--- src/rtl/multicycle_control.sv ---
// rtl/multicycle_control.sv - main control FSM for the multicycle MIPS datapath
module multicycle_control (
   input  logic       clk,
   input  logic       rst_n,
   input  logic [5:0] op,
   input  logic       mem_ready,
   output logic       PCWrite,
   output logic       PCWriteCond,
   output logic       IorD,
   output logic       MemRead,
   output logic       MemWrite,
   output logic       IRWrite,
   output logic       MemtoReg,
   output logic       RegDst,
   output logic       RegWrite,
   output logic       ALUSrcA,
   output logic [1:0] ALUSrcB,
   output logic [1:0] ALUOp,
   output logic [1:0] PCSource,
   output logic       illegal_op,
   output logic [3:0] state
);

   typedef enum logic [3:0] {
      FETCH  = 4'd0,
      DECODE = 4'd1,
      MEMADR = 4'd2,
      MEMRD  = 4'd3,
      MEMWB  = 4'd4,
      MEMWR  = 4'd5,
      EXEC   = 4'd6,
      RWB    = 4'd7,
      BRANCH = 4'd8,
      JUMP   = 4'd9,
      ADDIEX = 4'd10,
      ADDIWB = 4'd11
   } state_t;

   localparam logic [5:0] OP_RTYPE = 6'b000000;
   localparam logic [5:0] OP_LW    = 6'b100011;
   localparam logic [5:0] OP_SW    = 6'b101011;
   localparam logic [5:0] OP_BEQ   = 6'b000100;
   localparam logic [5:0] OP_J     = 6'b000010;
   localparam logic [5:0] OP_ADDI  = 6'b001000;

   state_t cur;
   state_t nxt;

   assign state = cur;

   // Next-state selection; op only steers the DECODE and MEMADR branches
   always_comb begin
      nxt = FETCH;
      case (cur)
         FETCH:  nxt = mem_ready ? DECODE : FETCH;
         DECODE: begin
            case (op)
               OP_LW, OP_SW: nxt = MEMADR;
               OP_RTYPE:     nxt = EXEC;
               OP_BEQ:       nxt = BRANCH;
               OP_J:         nxt = JUMP;
               OP_ADDI:      nxt = ADDIEX;
               default:      nxt = FETCH;
            endcase
         end
         MEMADR: nxt = (op == OP_SW) ? MEMWR : MEMRD;
         MEMRD:  nxt = mem_ready ? MEMWB : MEMRD;
         MEMWB:  nxt = FETCH;
         MEMWR:  nxt = mem_ready ? FETCH : MEMWR;
         EXEC:   nxt = RWB;
         RWB:    nxt = FETCH;
         BRANCH: nxt = FETCH;
         JUMP:   nxt = FETCH;
         ADDIEX: nxt = ADDIWB;
         ADDIWB: nxt = FETCH;
         default: nxt = FETCH;
      endcase
   end

   // State register, cleared straight back to FETCH by reset
   always_ff @(posedge clk or negedge rst_n) begin
      if (!rst_n) cur <= FETCH;
      else        cur <= nxt;
   end

   // Output decode of the current state; enables are forced low during reset
   always_comb begin
      PCWrite     = 1'b0;
      PCWriteCond = 1'b0;
      IorD        = 1'b0;
      MemRead     = 1'b0;
      MemWrite    = 1'b0;
      IRWrite     = 1'b0;
      MemtoReg    = 1'b0;
      RegDst      = 1'b0;
      RegWrite    = 1'b0;
      ALUSrcA     = 1'b0;
      ALUSrcB     = 2'b00;
      ALUOp       = 2'b00;
      PCSource    = 2'b00;
      illegal_op  = 1'b0;
      case (cur)
         FETCH: begin
            MemRead = 1'b1;
            ALUSrcB = 2'b01;
            IRWrite = mem_ready;
            PCWrite = mem_ready;
         end
         DECODE: begin
            ALUSrcB    = 2'b11;
            illegal_op = !(op inside {OP_RTYPE, OP_LW, OP_SW, OP_BEQ, OP_J, OP_ADDI});
         end
         MEMADR: begin
            ALUSrcA = 1'b1;
            ALUSrcB = 2'b10;
         end
         MEMRD: begin
            MemRead = 1'b1;
            IorD    = 1'b1;
         end
         MEMWB: begin
            RegWrite = 1'b1;
            MemtoReg = 1'b1;
         end
         MEMWR: begin
            MemWrite = 1'b1;
            IorD     = 1'b1;
         end
         EXEC: begin
            ALUSrcA = 1'b1;
            ALUOp   = 2'b10;
         end
         RWB: begin
            RegWrite = 1'b1;
            RegDst   = 1'b1;
         end
         BRANCH: begin
            ALUSrcA     = 1'b1;
            ALUOp       = 2'b01;
            PCWriteCond = 1'b1;
            PCSource    = 2'b01;
         end
         JUMP: begin
            PCWrite  = 1'b1;
            PCSource = 2'b10;
         end
         ADDIEX: begin
            ALUSrcA = 1'b1;
            ALUSrcB = 2'b10;
         end
         ADDIWB: begin
            RegWrite = 1'b1;
         end
         default: begin
         end
      endcase
      if (!rst_n) begin
         PCWrite     = 1'b0;
         PCWriteCond = 1'b0;
         MemRead     = 1'b0;
         MemWrite    = 1'b0;
         IRWrite     = 1'b0;
         RegWrite    = 1'b0;
         illegal_op  = 1'b0;
      end
   end

endmodule

--- config.mk ---
export PLATFORM = sky130hd
export DESIGN_NAME = multicycle_control
export DESIGN_NICKNAME = d
export VERILOG_FILES = /design/src/rtl/multicycle_control.sv
export SDC_FILE = /design/constraint.sdc
export NUM_CORES = 1
export LEC_CHECK = 0
export ABC_CLOCK_PERIOD_IN_PS = 1400
export CAP_MARGIN = 10
export CORE_UTILIZATION = 38
export DETAILED_ROUTE_END_ITERATION = 6
export GPL_ROUTABILITY_DRIVEN = 0
export GPL_TIMING_DRIVEN = 0
export PLACE_DENSITY = 0.79
export SKIP_LAST_GASP = 1
export SYNTH_ARGS = -nofsm -noshare
export SYNTH_HDL_FRONTEND = slang
export SYNTH_SLANG_ARGS = --single-unit
--- constraint.sdc ---
create_clock -name clk -period 1.4 [get_ports clk]
set_input_delay 0.14 -clock clk [delete_from_list [all_inputs] [get_ports clk]]
set_output_delay 0.14 -clock clk [all_outputs]
set_load 0.01 [all_outputs]
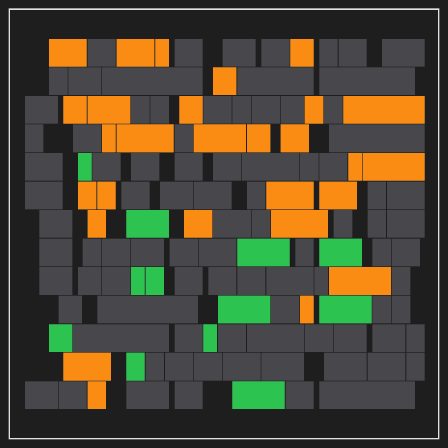
(run_1/logic_types.png)
- nand cells: green (cells 12; most used nand2b_4)
- nor cells: orange (cells 28; most used nor3_1)
dominant logic cell type in the layout: buf_2
post-route non-filler standard cell count: 145
fraction of area in multi-input gates: 46.2%

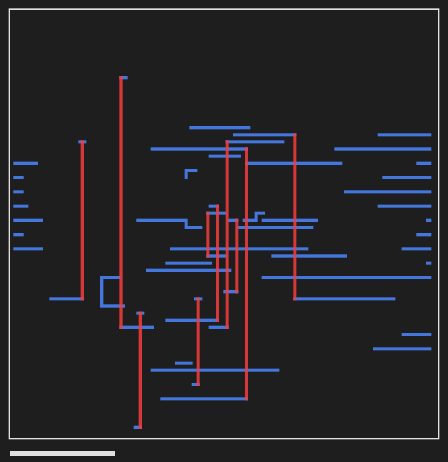
(run_1/wires.png)
Bar = 10 microns. Two of the layers only.
- metal 3: blue (wire length 219 microns)
- metal 4: red (wire length 137 microns)
WL final: 2.94 mm
total via count after detailed routing: 905
Total Routing Usage GR: 29.5%

==> results.env, run 1 <==
OUTCOME='complete, but fails checks'
FAILED_CHECKS='setup timing'
LEAKAGEPOWER_nW=0.543
BUFFER_PORTS.INSERTED=29
SHARE_SEQ_OF_TOTAL_POWER_PCT=9.4
WORSTREG2REGEND='state[2]'
FP_UTIL_PCT=42.4
WORSTSETUPSTARTPOINTTYPE='flip-flop'
SLOWEST_DELAY_PS=400
PLACE.DETAILED.HPWL_MM=1.28
R2R_CELLS=6
CRITPATHMAXFANOUT=7
YS.FLOPS=4
CP_SLOWEST_CELL='dfrtp_1'
WORST_R2R_STARTPOINT='state[2]'
PRE_CTS_SLACK_PS=-626
GRT_SETUP_UNREPAIRED='true'
SHARE_COMB_OF_TOTAL_POWER_PCT=82.9
CLK_ROOT_BUFFER_CELL='clkbuf_4'
WIRE_PER_INST_MICRONS=20.2
GRT_ANTENNA_BEFORE_REPAIR=0
REPORT.FINAL.SETUP_VIOL=18
GR-TOTAL-OVERFLOW=0
SYNTH_AREA_SQ_UM=572
LAYOUT.AREA.SEQ_SQ_UM=103
GRT_PASS1_WL_MM=3.15
TOP_CELL_AREA_SHARE_PCT=17.5
CRITPATHTOPFAMILY='buffers and inverters'
POST_ROUTE_CELLS_DRIVE_ABOVE_1_SHARE_PCT=56.2
NUM_ANTENNA_CELLS=0
CTS_NUM_SINKS=4
POSTSYNTH.TOPFLOPCELL='dfrtp_1'
ACHIEVABLE-FREQUENCY_MHz=618
HOLDPATHSTAGES=4
SKEW_PS=1.53
CRIT_PATH_END_KIND='output port'
CAP_VIOL_MAX_COUNT=0
FIRSTDRTPASSITERS=4
POWER_PER_UNIT_OF_STANDARD_CELL_AREA_nW_PER_UM2=1750
REMAINING_DRC_ERRORS=0
YS_CHIP_AREA_SQ_UM=572
YS_ASYNC_SR_FRACTION_PCT=100
POSTLAYOUTSETUPSLACKWORST_PS=-219
NUM-FILL-CELLS=72
NUM_IO_PINS=30
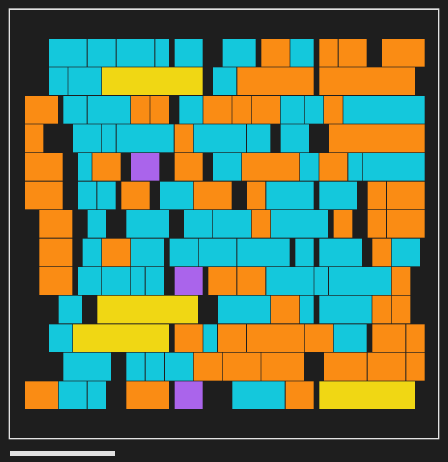
(run_1/placement_by_type.png)
Bar = 10 microns.
- remaining buffers and delay cells: orange (cells 57)
- sequential cells: yellow (cells 4)
- clock drivers: purple (cells 3)
- combinational and other logic: cyan (cells 66)
number of placement rows: 13
final cell utilization of the core: 87.1%
flip-flop and latch share of the layout cell area: 8.72%

[run 1: metal layers]
layer | vias to the layer above | wire length, microns | global-route usage, % | part of all wire [%]
li1 | 394 | - | - | -
met1 | 420 | 1100 | 33.9 | 38
met5 | - | 0 | 0 | 0
met3 | 21 | 218 | 3.26 | 7.4
met4 | 0 | 136 | 12.5 | 4.6
met2 | 70 | 1480 | 53.9 | 50
[run 1: kinds of logic after synthesis]
| kind of cell | Yosys count | share of synthesized area, % |
|---|---|---|
| mux | 1 | 1.75 |
| flops | 4 | 17.5 |
| compound gates | 19 | 23.0 |
| xor+xnor | 2 | 3.06 |
| simple gates | 43 | 45.5 |
| buf+inv | 8 | 9.19 |
[run 1: power by group through the flow]
stage          clock, W  sequential, W  combinational (W)
2_1_floorplan         0       0.000194           0.000648
3_3_place_gp          0       0.000177            0.00107
3_5_place_dp          0       0.000180            0.00108
4_1_cts        0.000164       0.000192            0.00135
5_1_grt        0.000166       0.000199            0.00176
6_report       0.000158       0.000194            0.00171
[run 1: worst min-delay path, stage by stage]
cell,delay (ps)
dlygate4sd2_1,290
nor4_2,70
nand3_1,80
o211ai_1,90
[run 1: area by class of cell]
cell class                 instances  area share [%]
buffer                             7            7.77
clock buffer                       3            1.91
inverter                           1           0.319
multi-input combinational         65            46.2
sequential                         4            8.72
tap                               15            1.60
timing repair buffer              50            33.5
[run 1: through the flow]
step	std cells	area, sq um
final	145	1180
after detailed placement	121	886
after CTS	139	1060
after global routing	145	1180
after global placement	121	886
after floorplan	77	577
[run 1: placed cells by master, fill, tap and decap left out, types with 2 or more instances in the layout]
master	synthesis	layout
a21oi_1	4	2
a21oi_2	0	2
and3_1	2	2
buf_2	3	18
buf_4	3	17
buf_6	1	4
buf_8	0	2
clkbuf_16	0	2
clkbuf_4	0	3
clkdlybuf4s50_1	0	5
dfrtp_1	4	2
dfrtp_2	0	2
dlygate4sd2_1	0	6
nand2_1	5	3
nand2_4	0	2
nand2b_4	1	4
nand3_1	2	2
nor2_1	6	4
nor2_2	1	2
nor2b_1	2	2
nor3_1	9	5
nor3_2	1	3
nor3_4	0	2
nor3b_1	3	2
nor4b_2	1	2
o211ai_1	4	4
o21ai_1	1	2
[run 1: worst max-delay path by stage]
stage | startpoint | endpoint | slack (ps) | cells after the start
final | state[1] | IorD | -220 | 5
after global routing | state[1] | IorD | -260 | 5
after CTS | state[1] | IorD | -130 | 5
after detailed placement | op[1] | illegal_op | -630 | 6
after global placement | op[1] | illegal_op | -610 | 6
after floorplan | state[0] | PCWriteCond | 70 | 3
[run 1: what timing repair did]
action	CTS	global route
pin swaps	7	6
gates resized	104	13
hold buffers	1	0
hold endpoints to repair	4	0
gates cloned	2	2
setup endpoints to repair	18	18
setup buffers	12	4
## Run 2: what changed since run 1
MAX_ROUTING_LAYER = met4   (was unset)
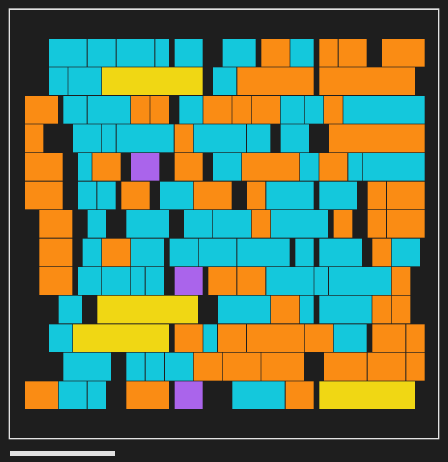
(run_2/placement_by_type.png)
Bar = 10 microns.
- sequential cells: yellow (cells 4)
- clock drivers: purple (cells 3)
- combinational and other logic: cyan (cells 66)
- remaining buffers and delay cells: orange (cells 57)
core box area: 1350 sq um
Layout Cell Area excl Fill: 1180 sq um

==> results.env, run 2 <==
SLOWEST_DELAY_PS=400
POWER_PER_UNIT_OF_STANDARD_CELL_AREA_nW_PER_UM2=1750
POSTLAYOUTSETUPSLACKWORST_PS=-218
SKEW_PS=0.653
HOLDPATHSTAGES=4
POST_ROUTE_CELLS_DRIVE_ABOVE_1_SHARE_PCT=56.2
CRITPATHTOPFAMILY='buffers and inverters'
YS_CHIP_AREA_SQ_UM=572
ACHIEVABLE-FREQUENCY_MHz=618
CP_SLOWEST_CELL='dfrtp_1'
CAP_VIOL_MAX_COUNT=0
STD_CELL_ROWS=13
PLACE_AREA_SQ_UM=886
LAYOUT_TOP_CELL_EXCL_FILL_TAP='buf_2'
FIRSTDRTPASSITERS=4
BUFFER_PORTS.INSERTED=29
INSERTION_DELAY_PS=240
GR-TOTAL-OVERFLOW=0
ROUTE.VIAS.TOTAL=908
CRITICAL_PATH_CELL_COUNT=5
GRTUSAGETOTAL_PCT=30.4
LEAKAGEPOWER_nW=0.543
R2R_CELLS=6
TOP_CELL_AREA_SHARE_PCT=17.5
MOSTFREQUENTLAYOUTCELLS='buf_2, buf_4, dlygate4sd2_1'
CRIT_PATH_END_KIND='output port'
NUM_ANTENNA_CELLS=0
NETS=141
FP_UTIL_PCT=42.4
CTS_NUM_SINKS=4
TOTALWIRELENGTH_MM=2.92
FAILED_CHECKS='setup timing'
REPORT.FINAL.SETUP_VIOL=17
SHARE_SEQ_OF_TOTAL_POWER_PCT=9.4
POSTSYNTH.TOPFLOPCELL='dfrtp_1'
SHARE_COMB_OF_TOTAL_POWER_PCT=82.8
NUM_IO_PINS=30
CRITPATHMAXFANOUT=7
YS_ASYNC_SR_FRACTION_PCT=100
GRT_SETUP_UNREPAIRED='true'
CLK_ROOT_BUFFER_CELL='clkbuf_4'
OUTCOME='complete, but fails checks'
YS.FLOPS=4
WIRE_PER_INST_MICRONS=20.2
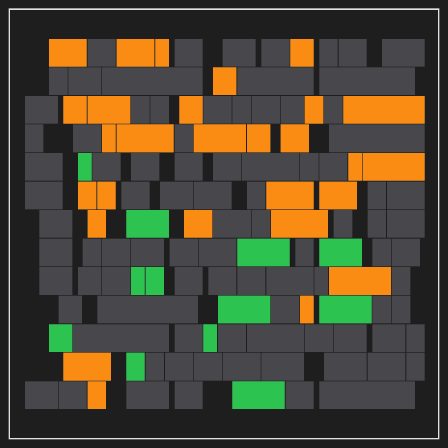
(run_2/logic_types.png)
- nand cells: green (cells 12; most used nand2b_4)
- nor cells: orange (cells 28; most used nor3_1)

==> run 2: cell counts in the layout (fill, tap and decap cells not counted) <==
Identical to the previous run, type by type.
==> run 2: cell type report <==
class	count	area, sq um
sequential	4	103
multi-input combinational	65	543
timing repair buffer	50	394
tap	15	18.8
inverter	1	3.75
fill	72	174
clock buffer	3	22.5
buffer	7	91.3
==> run 2: worst min-delay path: stages <==
cell and delay, ps:
dlygate4sd2_1 290, nor4_2 70, nand3_1 80, o211ai_1 90
==> run 2: metal layers <==
layer	up-vias	track usage [%]	routed length, microns
met5	-	-	0
met4	0	12.5	127
met1	433	34.5	1080
met2	64	53.5	1470
met3	18	3.26	244
li1	393	-	-
==> run 2: cell families after synthesis <==
family / Yosys count / share of synthesized area, %
XOR/XNOR: 2 / 3.06
buffers and inverters: 8 / 9.19
AND-OR/OR-AND: 19 / 23.0
AND/OR/NAND/NOR: 43 / 45.5
multiplexers: 1 / 1.75
flip-flops: 4 / 17.5
==> run 2: stage by stage <==
stage / std cells / power (W)
6_report: 145 / 0.00206
5_1_grt: 145 / 0.00213
4_1_cts: 139 / 0.00171
3_5_place_dp: 121 / 0.00126
3_3_place_gp: 121 / 0.00125
2_1_floorplan: 77 / 0.000842
==> run 2: timing repair <==
item	4_1_cts	5_1_grt
buffers inserted	12	4
hold endpoints to repair	4	0
setup endpoints to repair	18	18
hold buffers	1	0
gates resized	104	13
pin swaps	7	6
cloned	2	2
==> run 2: path summary, 6_finish.rpt <==
| check | from | end | slack [ps] |
|---|---|---|---|
| min reg2reg | state[0] | state[0] | 780 |
| min in group asynchronous | rst_n | state[0] | 580 |
| min | op[5] | state[2] | 490 |
| max reg2reg | state[2] | state[2] | -100 |
| max in group asynchronous | rst_n | state[3] | 580 |
| max | state[1] | IorD | -220 |
==> run 2: power by group through the flow <==
stage	registers, W	logic [W]	clock network (W)
CTS	0.000192	0.00135	0.000164
global placement	0.000177	0.00107	0
finish	0.000194	0.00170	0.000160
global route	0.000199	0.00177	0.000166
detailed placement	0.000180	0.00108	0
floorplan	0.000194	0.000648	0
Power is estimated from default activity; no workload was simulated.
